$ cat src/rtl/dsp_stream_pkg.sv
// Shared types and defaults for the output-buffer / DMA streaming path.
package dsp_stream_pkg;

    localparam int DSP_DATA_WIDTH = 16;
    localparam int DSP_N          = 16;

    typedef enum logic {
        IDLE   = 1'b0,
        STREAM = 1'b1
    } stream_state_e;

    // Index width for an N-point block; N is a power of two >= 2.
    function automatic int index_width(input int n);
        return (n > 1) ? $clog2(n) : 1;
    endfunction

endpackage

$ cat src/rtl/stream_block_store.sv
// N-entry complex register bank: single-cycle parallel load from flattened
// real/imag vectors, combinational indexed read.
module stream_block_store
    import dsp_stream_pkg::*;
#(
    parameter int DATA_WIDTH = DSP_DATA_WIDTH,
    parameter int N          = DSP_N,
    parameter int IW         = index_width(DSP_N)
) (
    input  logic                    clk,
    input  logic                    reset,
    input  logic                    i_load,
    input  logic [DATA_WIDTH*N-1:0] i_real,
    input  logic [DATA_WIDTH*N-1:0] i_imag,
    input  logic [IW-1:0]           i_rd_idx,
    output logic [DATA_WIDTH-1:0]   o_rd_real,
    output logic [DATA_WIDTH-1:0]   o_rd_imag
);

    logic [DATA_WIDTH-1:0] r_real [N];
    logic [DATA_WIDTH-1:0] r_imag [N];

    always_ff @(posedge clk or negedge reset) begin
        if (!reset) begin
            for (int k = 0; k < N; k++) begin
                r_real[k] <= '0;
                r_imag[k] <= '0;
            end
        end else if (i_load) begin
            for (int k = 0; k < N; k++) begin
                r_real[k] <= i_real[(k+1)*DATA_WIDTH-1 -: DATA_WIDTH];
                r_imag[k] <= i_imag[(k+1)*DATA_WIDTH-1 -: DATA_WIDTH];
            end
        end
    end

    assign o_rd_real = r_real[i_rd_idx];
    assign o_rd_imag = r_imag[i_rd_idx];

endmodule

$ cat src/rtl/dma_stream_out.sv
// Captures a full complex block on buffer_ready and streams it one sample per
// valid/ready transfer. Optional drop counter: DMA_STREAM_DROP_CNT_EN.
module dma_stream_out
    import dsp_stream_pkg::*;
#(
    parameter int DATA_WIDTH = DSP_DATA_WIDTH,
    parameter int N          = DSP_N
) (
    input  logic                    clk,
    input  logic                    reset,
    input  logic                    buffer_ready,
    input  logic [DATA_WIDTH*N-1:0] real_in,
    input  logic [DATA_WIDTH*N-1:0] imag_in,
    input  logic                    out_ready,
    output logic                    out_valid,
    output logic [DATA_WIDTH-1:0]   out_real,
    output logic [DATA_WIDTH-1:0]   out_imag,
    output logic [$clog2(N)-1:0]    out_index,
    output logic                    out_last,
    output logic                    busy,
    output logic                    done,
    output logic                    overrun
`ifdef DMA_STREAM_DROP_CNT_EN
    ,
    output logic [7:0]              drop_count
`endif
);

    localparam int IW = index_width(N);

    // Handshake: a sample moves when out_valid & out_ready at a rising edge;
    // while out_valid & !out_ready every sample field holds its value.
    stream_state_e         r_state;
    stream_state_e         w_state_nxt;
    logic                  w_load;
    logic                  w_advance;
    logic                  w_finish;
    logic                  w_drop;
    logic                  w_at_last;
    logic [IW-1:0]         w_next_idx;
    logic [DATA_WIDTH-1:0] w_rd_real;
    logic [DATA_WIDTH-1:0] w_rd_imag;

    assign w_at_last  = (out_index == IW'(N - 1));
    assign w_next_idx = out_index + 1'b1;

    stream_block_store #(
        .DATA_WIDTH (DATA_WIDTH),
        .N          (N),
        .IW         (IW)
    ) u_store (
        .clk       (clk),
        .reset     (reset),
        .i_load    (w_load),
        .i_real    (real_in),
        .i_imag    (imag_in),
        .i_rd_idx  (w_next_idx),
        .o_rd_real (w_rd_real),
        .o_rd_imag (w_rd_imag)
    );

    always_comb begin
        w_state_nxt = r_state;
        w_load      = 1'b0;
        w_advance   = 1'b0;
        w_finish    = 1'b0;
        w_drop      = 1'b0;
        case (r_state)
            IDLE: begin
                if (buffer_ready) begin
                    w_load      = 1'b1;
                    w_state_nxt = STREAM;
                end
            end
            STREAM: begin
                // A new block cannot be taken until the held one has fully left.
                w_drop = buffer_ready;
                if (out_ready) begin
                    if (w_at_last) begin
                        w_finish    = 1'b1;
                        w_state_nxt = IDLE;
                    end else begin
                        w_advance = 1'b1;
                    end
                end
            end
            default: w_state_nxt = IDLE;
        endcase
    end

    always_ff @(posedge clk or negedge reset) begin
        if (!reset) begin
            r_state   <= IDLE;
            out_valid <= 1'b0;
            busy      <= 1'b0;
            done      <= 1'b0;
            overrun   <= 1'b0;
            out_index <= '0;
            out_real  <= '0;
            out_imag  <= '0;
            out_last  <= 1'b0;
        end else begin
            r_state   <= w_state_nxt;
            out_valid <= (w_state_nxt == STREAM);
            busy      <= (w_state_nxt == STREAM);
            done      <= w_finish;
            overrun   <= w_drop;
            // Sample 0 comes straight from the input bus; the store is being loaded this edge.
            if (w_load) begin
                out_index <= '0;
                out_real  <= real_in[DATA_WIDTH-1:0];
                out_imag  <= imag_in[DATA_WIDTH-1:0];
                out_last  <= 1'b0;
            end else if (w_advance) begin
                out_index <= w_next_idx;
                out_real  <= w_rd_real;
                out_imag  <= w_rd_imag;
                out_last  <= (w_next_idx == IW'(N - 1));
            end else if (w_finish) begin
                out_last  <= 1'b0;
            end
        end
    end

`ifdef DMA_STREAM_DROP_CNT_EN
    always_ff @(posedge clk or negedge reset) begin
        if (!reset) begin
            drop_count <= '0;
        end else if (w_drop && (drop_count != 8'hFF)) begin
            drop_count <= drop_count + 8'd1;
        end
    end
`endif

endmodule
$ cat config.mk
export PLATFORM = sky130hd
export DESIGN_NAME = dma_stream_out
export DESIGN_NICKNAME = d
export VERILOG_FILES = /design/src/rtl/dsp_stream_pkg.sv /design/src/rtl/stream_block_store.sv /design/src/rtl/dma_stream_out.sv
export SDC_FILE = /design/constraint.sdc
export NUM_CORES = 1
export LEC_CHECK = 0
export ABC_AREA = 1
export CAP_MARGIN = 20
export CORE_ASPECT_RATIO = 0.6
export CORE_MARGIN = 1.5
export CORE_UTILIZATION = 51
export DETAILED_ROUTE_END_ITERATION = 8
export GPL_TIMING_DRIVEN = 0
export PLACE_DENSITY_LB_ADDON = 0.3
export REMOVE_ABC_BUFFERS = 1
export SYNTH_ARGS = -nofsm -noshare
export SYNTH_HDL_FRONTEND = slang
export SYNTH_SLANG_ARGS = --single-unit
$ cat constraint.sdc
create_clock -name clk -period 3.2 [get_ports clk]
set_input_delay 0.64 -clock clk [delete_from_list [all_inputs] [get_ports clk]]
set_output_delay 0.64 -clock clk [all_outputs]
set_load 0.05 [all_outputs]
==> images/m4.png <==
Bar = 100 um. Supply wires on this layer in gray.
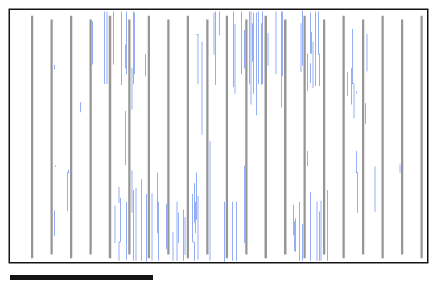
main direction = vertical
longest straight run = 83.0 um
share of all routed wire = 4.3%
via total after detailed routing: 23500
Total Wirelength: 80400 um

==> images/congestion_map.png <==
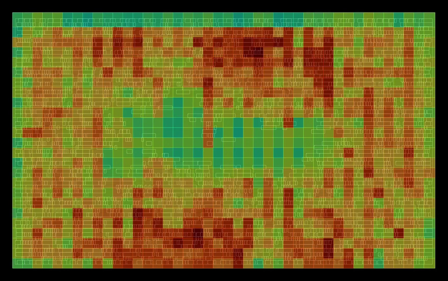
final core utilization: 69.2%
post-detailed-route wirelength per cell: 18.4 um
met2 track demand over resource: 49.2%

==> images/m3.png <==
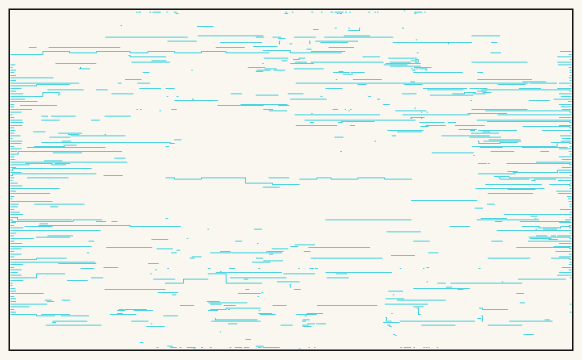
share of all routed wire = 8.0%
longest straight run = 120 um
Global Route met3 Usage: 5.62%

==> images/m2.png <==
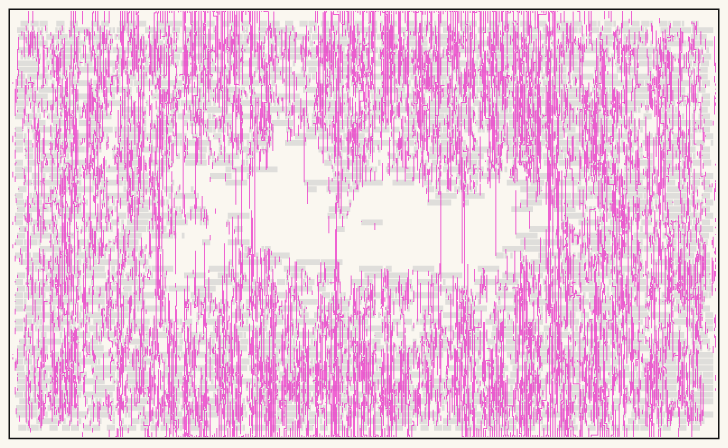
nets with wire on the layer = 3146
main direction = vertical
longest straight run = 73.4 um

==> run summary <==
Figures from the flow reports.

Status:
- The run finished with clean final reports.

Clock network:
- The run gives the TritonCTS clock tree as done.
- The run puts the CTS sink count at 552.
- The run gives the clock latency on the worst-skew pair as 0.57 ns.
- CTS placed an instance of clkbuf_16 at the clock tree root.
- CTS reports a maximum clock tree buffer depth of 3.
- The run gives the total number of H-tree levels as 2.
- In this run, CTS created clock tree buffers numbering 51.
- The run gives the clock transition at the registers of the reported paths as 0.07 ns.

Routing:
- The run gives the via count normalized by instance count as 5.38.
- In this run, the number of DRC markers left after iteration 0 of detailed routing was 2101.
- The run gives the post-detailed-route count of antenna-violating nets as 0.
- The run gives the number of detailed-routing iterations run before antenna repair as 6.
- The run puts the number of DRC violations after detailed routing at 0.

GRT:
- The run puts the met1 routing resource usage after global routing at 42.4%.
- The run gives the via count of the first global-routing pass as 23000.
- The run puts the initial antenna violation count at 23.
- The run puts the pin count of the biggest net entering global routing at 152.
- The run gives the total track usage as 31.2%.
- The first global-routing pass estimated 127000 um of wire.
- The global route stage reports its total congestion overflow as 0.
- met2 is the most crowded layer.

Synthesis:
- The run puts the fraction of synthesis flops using an asynchronous set or reset pin at 100%.
- The synthesized netlist was found by Yosys to have 3237 cells.
- The run puts the synthesized netlist cell count at 3237.
- The run gives the number of flip-flops and latches in the synthesized netlist as 552.
- The run gives the post-synthesis cell type count as 27.
- Summing the sequential cell areas from Yosys gives 54.6% of the chip area.
- Yosys attributes the largest share of cell area to dfrtp_1 (55%), nand2_1 (22%), o21ai_0 (6.5%).
- The run puts the synthesized cell area at 25300 um^2.
- The run gives the primary flip-flop cell chosen by synthesis mapping as dfrtp_1.
- The Yosys step of the flow raised 0 warnings.
- The cell type that accounts for the most area after synthesis is dfrtp_1.
- The run gives the count of flip-flops with a built-in enable after synthesis as 0.
- The stat command in Yosys gives a chip area of 25300 um^2.
- The run gives the top cell type's share of synthesized area as 54.6%.
- The run puts the per-instance average area after synthesis at 7.82 um^2.

Final timing:
- The run gives the post-route clock period utilization as 95.1%.
- Endpoints with negative setup slack in the final report add up to 0.
- The run gives the least setup slack across all paths after layout as 0.156 ns.
- Setup repair after global routing left no endpoint under its margin.
- The run gives the count of final hold-check violations as 0.
- The run puts the final clock skew at 0.00972 ns.
- The clock period could shrink to 3.04 ns.
- The run gives the transition at the pin with the smallest max-transition slack as 1.02 ns.
- The run puts the relative slew slack at 31.7%.
- The final max-slew violation count recorded for this run is 0.
- In this build the clock could be raised as far as 329 MHz.

Job:
- Summing over the stages, the warning tally comes to 38.
- The run puts the max-capacitance violation count at 0.

Die:
- The run puts the die height at 176 um.
- The run gives the number of standard-cell rows in the floorplan as 62.
- The run puts the initial standard-cell utilization of the core at 52.3%.
- The chip occupies 51000 um^2.
- The run puts the number of I/O pins at 557.
- The total area inside the core boundary comes to 48400 um^2.
- The die is 291 um wide.

Placed design:
- Per the post-place timing report, worst setup slack is -0.927 ns.
- The run puts the number of cells in the design after placement at 4242.
- Buffers placed on the I/O ports in this run total 556.
- The run gives the placed wire-length estimate as 49000 um.
- The run puts the routability congestion estimate at 0.821.

Layout:
- The run gives the fraction of layout instances using a drive strength above 1 as 3.89%.
- Ranking logic cells in the layout by count gives the top entries nand2_1 (1469), clkdlybuf4s50_1 (554), dfrtp_1 (551).
- The run gives the final non-filler cell total as 4367.
- The final layout contains 4184 nets.
- From synthesis to final layout, the design area changed by 32.4%.
- The library cell used most frequently in the layout, excluding fill and tap cells, is nand2_1.
- The run puts the layout filler cell count at 3828.

Critical path:
- The worst setup path is launched from a flop.
- The run gives the internal reg-to-reg setup slack as 0.16 ns.
- The run gives the data arrival time of the worst path as 3.50 ns.
- At the worst endpoint, the required time is 3.66 ns.
- The run gives the biggest fanout along the worst timing path as 86.
- STA classifies the critical path endpoint as a flop.

Power:
- IR analysis of the VDD net gives a maximum drop of 0.973 mV.
- Per the OpenROAD power report, leakage power amounts to 0.0163 uW.
- The run puts the power density normalized to cell area at 946 nW/um^2.

Worst hold path:
- The run gives the worst hold path class as in -> async.
[synth_stat cells (all sizes together), types with 2 or more instances]
cell and number:
nand4 5, nand3 108, buf 129, a21oi 39, nand2 1471, inv 112
xor2 3, ha 2, clkbuf 93, o21ai 337, o221ai 34, nand3b 17
dfrtp 552, o211ai 86, nor2 246
[path summary, 6_finish.rpt]
check	cells past startpoint	to	startpoint
worst min-delay path	1	u_store.r_real[94]	reset
worst min register to register	2	u_store.r_real[34]	u_store.r_real[34]
min in group clk	2	u_store.r_real[34]	u_store.r_real[34]
max in group asynchronous	4	u_store.r_imag[168]	reset
worst max register to register	12	out_imag[7]	out_index[0]
worst max-delay path	12	out_imag[7]	out_index[0]
[logic make-up (layout without fill, tap and decap cells)]
kind of cell	after synthesis	in the layout	share of synthesized area, %
buf+inv	335	803	5.73
simple gates	1847	1847	28.3
flops	552	552	54.6
other cells	0	22	0
compound gates	497	497	11.2
xor+xnor	4	4	0.138
fa+ha+maj	2	2	0.0988
[per-layer routing]
layer	wire [um]	share of wire [%]
met5	37	0.046
met4	3430	4.3
met3	6440	8.0
met2	36800	46
met1	33600	42
[through the flow]
step                      hold WS [ns]  util (%)  setup TNS, ns  instance area [um^2]  total power, uW
final                           0.0833      69.2              0                 33500            31700
after global routing             0.109      69.2              0                 33500            33900
after CTS                       0.0899      69.0              0                 33400            31600
after detailed placement         0.460      65.1        -238.62                 31500            24900
after global placement           0.456      63.3              -                 30700            22100
after floorplan                  0.344         -       -8900.42                 24300            19900
[sequential cells by signal (all words and copies together) (netlist names), 4 cells and up]
| register | count |
|---|---|
| out_index | 4 |
| out_imag | 16 |
| u_store.r_imag | 256 |
| u_store.r_real | 256 |
| out_real | 16 |
[layout make-up]
type | instances | area (um^2) | area share (%)
clock buffer | 71 | 1500 | 4.49
multi-input combinational | 2350 | 10100 | 30.2
tap | 640 | 801 | 2.39
clock inverter | 21 | 238 | 0.709
timing repair buffer | 598 | 6510 | 19.4
sequential | 552 | 13800 | 41.2
antenna | 22 | 55.1 | 0.164
inverter | 113 | 454 | 1.36
[power breakdown]
part / total (uW) / switching [uW] / internal [uW]
logic: 13300 / 8160 / 5150
clock network: 6390 / 2710 / 3680
registers: 12000 / 1670 / 10300
[worst max-delay path: stages (launching register included)]
cell and delay (ns):
dfrtp_4 0.52, buf_16 0.21, inv_8 0.34, ha_4 0.30, buf_16 0.21, inv_8 0.43, nor2_1 0.09, o21ai_0 0.08
nand3_1 0.09, nand3_1 0.28, nand2_1 0.09, nand2_1 0.06, nand2_1 0.06
[repair_timing]
| item | 4_1_cts | 5_1_grt |
|---|---|---|
| pin swaps | 1 | 1 |
| hold buffers | 0 | 0 |
| gates resized | 2 | 6 |
| setup endpoints to repair | 47 | 297 |
| cloned | 3 | 0 |
| buffers inserted | 6 | 2 |
Power is estimated from default activity; no workload was simulated.
